File: config.mk
export PLATFORM = sky130hd
export DESIGN_NAME = grid_step_sequencer
export DESIGN_NICKNAME = d
export VERILOG_FILES = /design/src/rtl/heat_pkg.sv /design/src/rtl/heat_color_map.sv /design/src/rtl/grid_step_sequencer.sv
export SDC_FILE = /design/constraint.sdc
export NUM_CORES = 1
export LEC_CHECK = 0
export ABC_CLOCK_PERIOD_IN_PS = 47500
export CAP_MARGIN = 0
export CORE_ASPECT_RATIO = 0.7
export CORE_MARGIN = 1
export CORE_UTILIZATION = 40
export DETAILED_ROUTE_END_ITERATION = 7
export DONT_BUFFER_PORTS = 1
export PLACE_DENSITY = 0.59
export SLEW_MARGIN = 25
export SYNTH_ARGS = -nofsm -noshare
export SYNTH_HDL_FRONTEND = slang
export SYNTH_SLANG_ARGS = --single-unit
File: constraint.sdc
create_clock -name clk -period 47.5 [get_ports clk]
set_input_delay 9.5 -clock clk [delete_from_list [all_inputs] [get_ports clk]]
set_output_delay 9.5 -clock clk [all_outputs]
set_load 0.02 [all_outputs]
File: src/rtl/heat_pkg.sv
// Shared definitions for the heat-grid readout path: fixed-point format,
// RGB332 pixel layout and the step sequencer state encoding.
package heat_pkg;

    localparam int unsigned FP_W         = 32;
    localparam int unsigned FP_FRAC_BITS = 27;
    // One colour level per 1/8 of a unit.
    localparam int unsigned COLOR_SHIFT  = FP_FRAC_BITS - 3;

    localparam int unsigned RGB_R_W = 3;
    localparam int unsigned RGB_G_W = 3;
    localparam int unsigned RGB_B_W = 2;

    // Field order fixes the RGB332 bit positions: r=[7:5], g=[4:2], b=[1:0].
    typedef struct packed {
        logic [RGB_R_W-1:0] r;
        logic [RGB_G_W-1:0] g;
        logic [RGB_B_W-1:0] b;
    } rgb332_t;

    typedef enum logic [2:0] {
        ST_IDLE      = 3'd0,
        ST_ISSUE     = 3'd1,
        ST_WAIT_DROP = 3'd2,
        ST_WAIT_DONE = 3'd3,
        ST_DUMP      = 3'd4,
        ST_ADVANCE   = 3'd5
    } seq_state_e;

endpackage

File: src/rtl/heat_color_map.sv
// Combinational signed fixed-point to RGB332 mapping: positive values shade
// red, negative values shade blue, zero is black.
module heat_color_map
    import heat_pkg::*;
(
    input  logic [FP_W-1:0] value,
    output rgb332_t         color_c
);

    logic [FP_W-1:0] mag;
    logic [FP_W-1:0] level_full;
    logic [2:0]      level;

    // Two's-complement magnitude; the most negative value maps to 2^31, which
    // lands on the saturated level anyway.
    always_comb begin
        mag        = value[FP_W-1] ? FP_W'(~value + 1'b1) : value;
        level_full = mag >> COLOR_SHIFT;
        level      = (level_full > FP_W'(7)) ? 3'd7 : level_full[2:0];

        color_c = '0;
        if (value != '0) begin
            if (!value[FP_W-1]) begin
                color_c.r = level;
            end else begin
                color_c.b = level[2:1];
            end
        end
    end

endmodule

File: src/rtl/grid_step_sequencer.sv
// Lock-step controller for the heat-grid column array: pulses start, waits for
// every column flag, then streams one RGB332 pixel per column to the writer.
module grid_step_sequencer
    import heat_pkg::*;
#(
    parameter int unsigned NUM_COLS = 16,
    parameter int unsigned ROW_BITS = 7,
    parameter int unsigned COL_BITS = 7
) (
    input  logic                       clk,
    input  logic                       reset,
    input  logic                       run,
    input  logic                       cols_init_done,
    input  logic                       frame_en,
    input  logic [ROW_BITS:0]          height,
    input  logic [NUM_COLS-1:0]        col_flag,
    input  logic [FP_W*NUM_COLS-1:0]   col_node,
    output logic                       start,
    output logic                       pix_valid,
    input  logic                       pix_ready,
    output logic [COL_BITS:0]          pix_x,
    output logic [ROW_BITS:0]          pix_y,
    output logic [7:0]                 pix_color,
    output logic [ROW_BITS:0]          row_idx,
    output logic [15:0]                sweep_count,
    output logic                       busy
);

    localparam int unsigned XW    = COL_BITS + 1;
    localparam int unsigned YW    = ROW_BITS + 1;
    localparam int unsigned IDX_W = (NUM_COLS > 1) ? $clog2(NUM_COLS) : 1;
    localparam logic [IDX_W-1:0] LAST_IDX = IDX_W'(NUM_COLS - 1);

    seq_state_e       state_q, state_d;
    logic             dump_en_q, dump_en_d;
    logic [IDX_W-1:0] idx_q, idx_d, nxt_idx;
    logic             start_q, start_d;
    logic             pix_valid_q, pix_valid_d;
    logic [XW-1:0]    pix_x_q, pix_x_d;
    logic [YW-1:0]    pix_y_q, pix_y_d;
    logic [7:0]       pix_color_q, pix_color_d;
    logic [YW-1:0]    row_q, row_d;
    logic [15:0]      sweep_q, sweep_d;
    logic             busy_q, busy_d;
    logic             capture_en;

    logic [FP_W-1:0]  cap_q [NUM_COLS];
    logic [FP_W-1:0]  map_in;
    rgb332_t          map_out;

    heat_color_map u_color_map (
        .value   (map_in),
        .color_c (map_out)
    );

    // Next-state and next-output logic.
    always_comb begin
        state_d     = state_q;
        dump_en_d   = dump_en_q;
        idx_d       = idx_q;
        start_d     = 1'b0;
        pix_valid_d = pix_valid_q;
        pix_x_d     = pix_x_q;
        pix_y_d     = pix_y_q;
        pix_color_d = pix_color_q;
        row_d       = row_q;
        sweep_d     = sweep_q;
        capture_en  = 1'b0;
        nxt_idx     = (idx_q == LAST_IDX) ? '0 : IDX_W'(idx_q + 1'b1);
        map_in      = cap_q[nxt_idx];

        case (state_q)
            ST_IDLE: begin
                if (run && cols_init_done) begin
                    state_d   = ST_ISSUE;
                    dump_en_d = frame_en;
                    start_d   = 1'b1;
                end
            end
            ST_ISSUE: begin
                state_d = ST_WAIT_DROP;
            end
            ST_WAIT_DROP: begin
                if (col_flag == '0) begin
                    state_d = ST_WAIT_DONE;
                end
            end
            ST_WAIT_DONE: begin
                // The first pixel is mapped straight from the bus as it is captured.
                map_in = col_node[FP_W-1:0];
                if (&col_flag) begin
                    capture_en = 1'b1;
                    idx_d      = '0;
                    if (dump_en_q) begin
                        state_d     = ST_DUMP;
                        pix_valid_d = 1'b1;
                        pix_x_d     = '0;
                        pix_y_d     = row_q;
                        pix_color_d = map_out;
                    end else begin
                        state_d = ST_ADVANCE;
                    end
                end
            end
            ST_DUMP: begin
                if (pix_ready) begin
                    if (idx_q == LAST_IDX) begin
                        pix_valid_d = 1'b0;
                        state_d     = ST_ADVANCE;
                    end else begin
                        idx_d       = nxt_idx;
                        pix_x_d     = XW'(nxt_idx);
                        pix_color_d = map_out;
                    end
                end
            end
            ST_ADVANCE: begin
                if (row_q >= height) begin
                    row_d   = '0;
                    sweep_d = sweep_q + 16'd1;
                end else begin
                    row_d = YW'(row_q + 1'b1);
                end
                if (run) begin
                    state_d   = ST_ISSUE;
                    dump_en_d = frame_en;
                    start_d   = 1'b1;
                end else begin
                    state_d = ST_IDLE;
                end
            end
            default: begin
                state_d = ST_IDLE;
            end
        endcase

        busy_d = (state_d != ST_IDLE);
    end

    // Control and output registers.
    always_ff @(posedge clk) begin
        if (reset) begin
            state_q     <= ST_IDLE;
            dump_en_q   <= 1'b0;
            idx_q       <= '0;
            start_q     <= 1'b0;
            pix_valid_q <= 1'b0;
            pix_x_q     <= '0;
            pix_y_q     <= '0;
            pix_color_q <= '0;
            row_q       <= '0;
            sweep_q     <= '0;
            busy_q      <= 1'b0;
        end else begin
            state_q     <= state_d;
            dump_en_q   <= dump_en_d;
            idx_q       <= idx_d;
            start_q     <= start_d;
            pix_valid_q <= pix_valid_d;
            pix_x_q     <= pix_x_d;
            pix_y_q     <= pix_y_d;
            pix_color_q <= pix_color_d;
            row_q       <= row_d;
            sweep_q     <= sweep_d;
            busy_q      <= busy_d;
        end
    end

    // Node snapshot taken when every column reports done.
    always_ff @(posedge clk) begin
        if (capture_en) begin
            for (int i = 0; i < int'(NUM_COLS); i++) begin
                cap_q[i] <= col_node[FP_W*i +: FP_W];
            end
        end
    end

    assign start       = start_q;
    assign pix_valid   = pix_valid_q;
    assign pix_x       = pix_x_q;
    assign pix_y       = pix_y_q;
    assign pix_color   = pix_color_q;
    assign row_idx     = row_q;
    assign sweep_count = sweep_q;
    assign busy        = busy_q;

endmodule
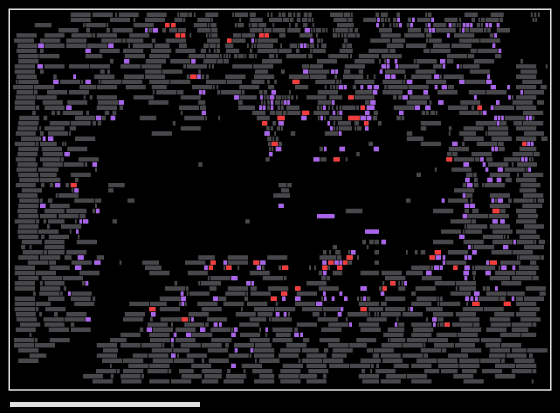
*Selected gate families*
Bar = 100 µm.
red -> AND-OR and OR-AND gates  # cells 48
purple -> inverting AOI/OAI gates  # cells 255, where spread over the die
most numerous logic cell after layout: edfxtp_1
fraction of standard cell area in multi-input logic: 22.08%
Non-Filler Instances: 2256

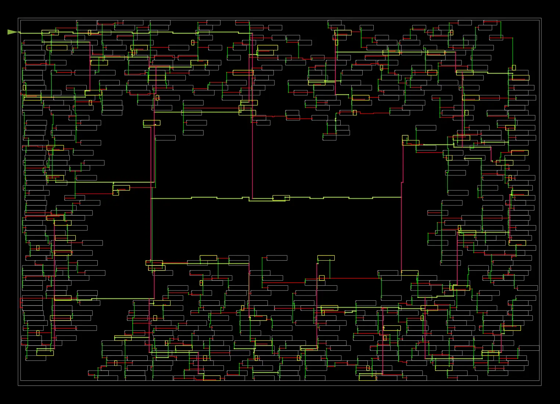
*The clock network*
clk_lat worst skew: 0.60 ns
registers: 564

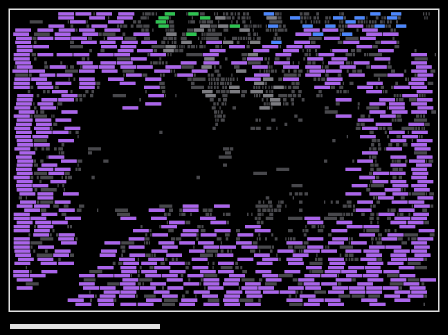
*Where the registers sit*
Bar = 100 µm. Other sequential cells in the stronger gray, the rest of the logic in the fainter gray.
blue -> sweep_count  # flops 16, where north-east
purple -> cap_q  # flops 512, where spread over the die
green -> pix_y  # flops 8, where north
not colored = 28
FF/Latch Area: 16420 µm²
sequential cell area share: 65.81%

==> out/qor.txt <==
run status - finished clean
Seq/Total Area, Yosys - 73.49%
yosys warns - 0
FP Core Util - 40.45%
Post-synth EDFFs - 512
vias post-DR - 13320
NumNets Final - 2016
ys async rst share - 0%
Placed Cells - 2147
Remaining DRCs - 0
post-layout util - 45.18%
Mapped Area - 22340 µm²
Max Cap Viol - 0
area leader, netlist - edfxtp_1
post-synthesis cell count - 1454
Fillers - 4748
routability congestion estimate - 0.8495
Final Skew - 0.02730 ns
H-tree Lvls - 2
share of layout cells above drive strength 1 - 10.91%
yosys stat chip area - 22340 µm²
Std-Cell Rows - 72
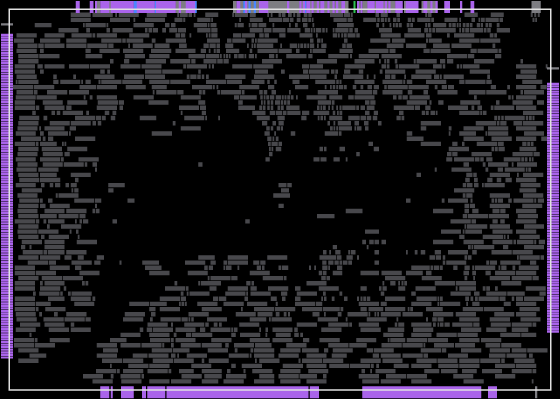
*Ports around the boundary*
Pins as bars across the die edge, other pins in gray.
green -> busy  # pins 1, direction output, edge north
purple -> col_node  # pins 512, direction input, edge 184 south, 126 west, 105 north, 97 east
blue -> pix_y  # pins 8, direction output, edge north
all pins by edge = 185 south, 183 north, 127 west, 98 east
die y size: 199.7 µm
chip width: 284.5 µm
PortBufs: 0

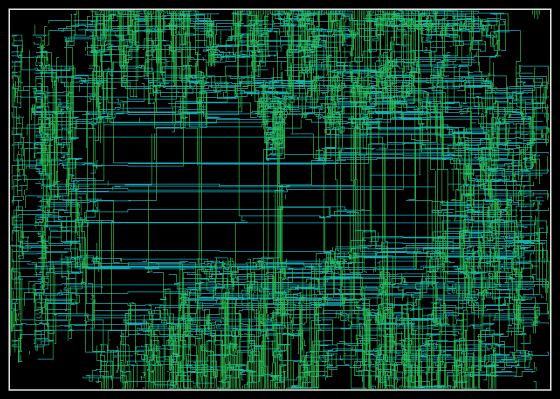
*Metal layers overlaid*
Two of the layers only.
cyan -> met1  # wire length 28.4 mm
green -> met2  # wire length 31.4 mm
routed len/inst: 30.07 µm
Total GRT Usage: 23.15%

==> final timing paths <==
path	slack (ns)	startpoint	endpoint
setup / recovery	34.88	col_flag[15]	cap_q[3][29]
hold / removal	0.54	dump_en_q	dump_en_q
setup reg to reg	41.98	idx_q[0]	pix_color[7]
hold reg to reg	0.54	dump_en_q	dump_en_q
==> synth_stat cells, types with 13 or more instances <==
| library cell | count |
|---|---|
| mux4_2 | 19 |
| o221ai_1 | 15 |
| o311ai_0 | 16 |
| dfxtp_1 | 52 |
| nor2_1 | 79 |
| edfxtp_1 | 512 |
| nand3_1 | 29 |
| or3_1 | 37 |
| o211ai_1 | 13 |
| nor4_1 | 21 |
| clkbuf_1 | 37 |
| nor3_1 | 47 |
| inv_1 | 24 |
| nand4_1 | 15 |
| buf_2 | 27 |
| mux2i_1 | 49 |
| o21ai_0 | 47 |
| a21oi_1 | 73 |
| nand2_1 | 84 |
==> where the power goes <==
group	leakage [µW]	internal, µW	switching [µW]
combinational	0.00184	1.13	2.19
clock	0.000829	242	182
sequential	0.00502	541	0.358
total	0.00769	784	184
==> stage by stage <==
step	total power [µW]	setup WS [ns]	hold slack (ns)
after floorplan	555.2	25.57	0.4746
after global placement	554.9	34.40	0.5102
after detailed placement	555.0	34.27	0.5338
after CTS	976.5	34.91	0.5488
after global routing	994.7	34.58	0.5746
final	968.0	34.88	0.5432
==> worst max-delay path, stage by stage <==
cell and delay [ns]:
nand4_1 0.09, nor4_1 0.49, nand2_1 0.26, inv_8 0.66
buf_4 0.86, buf_4 0.87
==> layer usage <==
metal  up-vias  track usage, %
met3       109           7.112
met2       695           35.42
li1       5816               -
met1      6689           31.87
met5         -               0
met4        10           6.730
==> final cells by class <==
class	instances	area [µm²]	share of cell area, %
multi-input combinational	785	5508	22.08
antenna	13	32.53	0.1304
tap	740	925.9	3.711
timing repair buffer	33	251.5	1.008
inverter	25	101.3	0.4062
clock inverter	26	257.7	1.033
clock buffer	70	1453	5.822
sequential	564	16420	65.81
==> logic make-up after synthesis <==
group | Yosys count | share of synthesized area [%]
AOI/OAI and AO/OA | 303 | 9.455
other | 1 | 0.01679
DFF | 564 | 73.49
xor gates and xnor gates | 15 | 0.6554
muxes | 84 | 5.187
adders and majority gates | 11 | 0.6161
buffers and inverters | 111 | 2.358
and+or+nand+nor | 365 | 8.223
==> sequential cells by signal, summed over array words and instances (netlist names) <==
register     count
pix_valid        1
busy             1
sweep_count     16
pix_x            4
state_q          3
cap_q          512
dump_en_q        1
idx_q            4
pix_color        5
row_idx          8
pix_y            8
start            1
Power figures rest on the tool's default switching activity, not on a simulated workload.
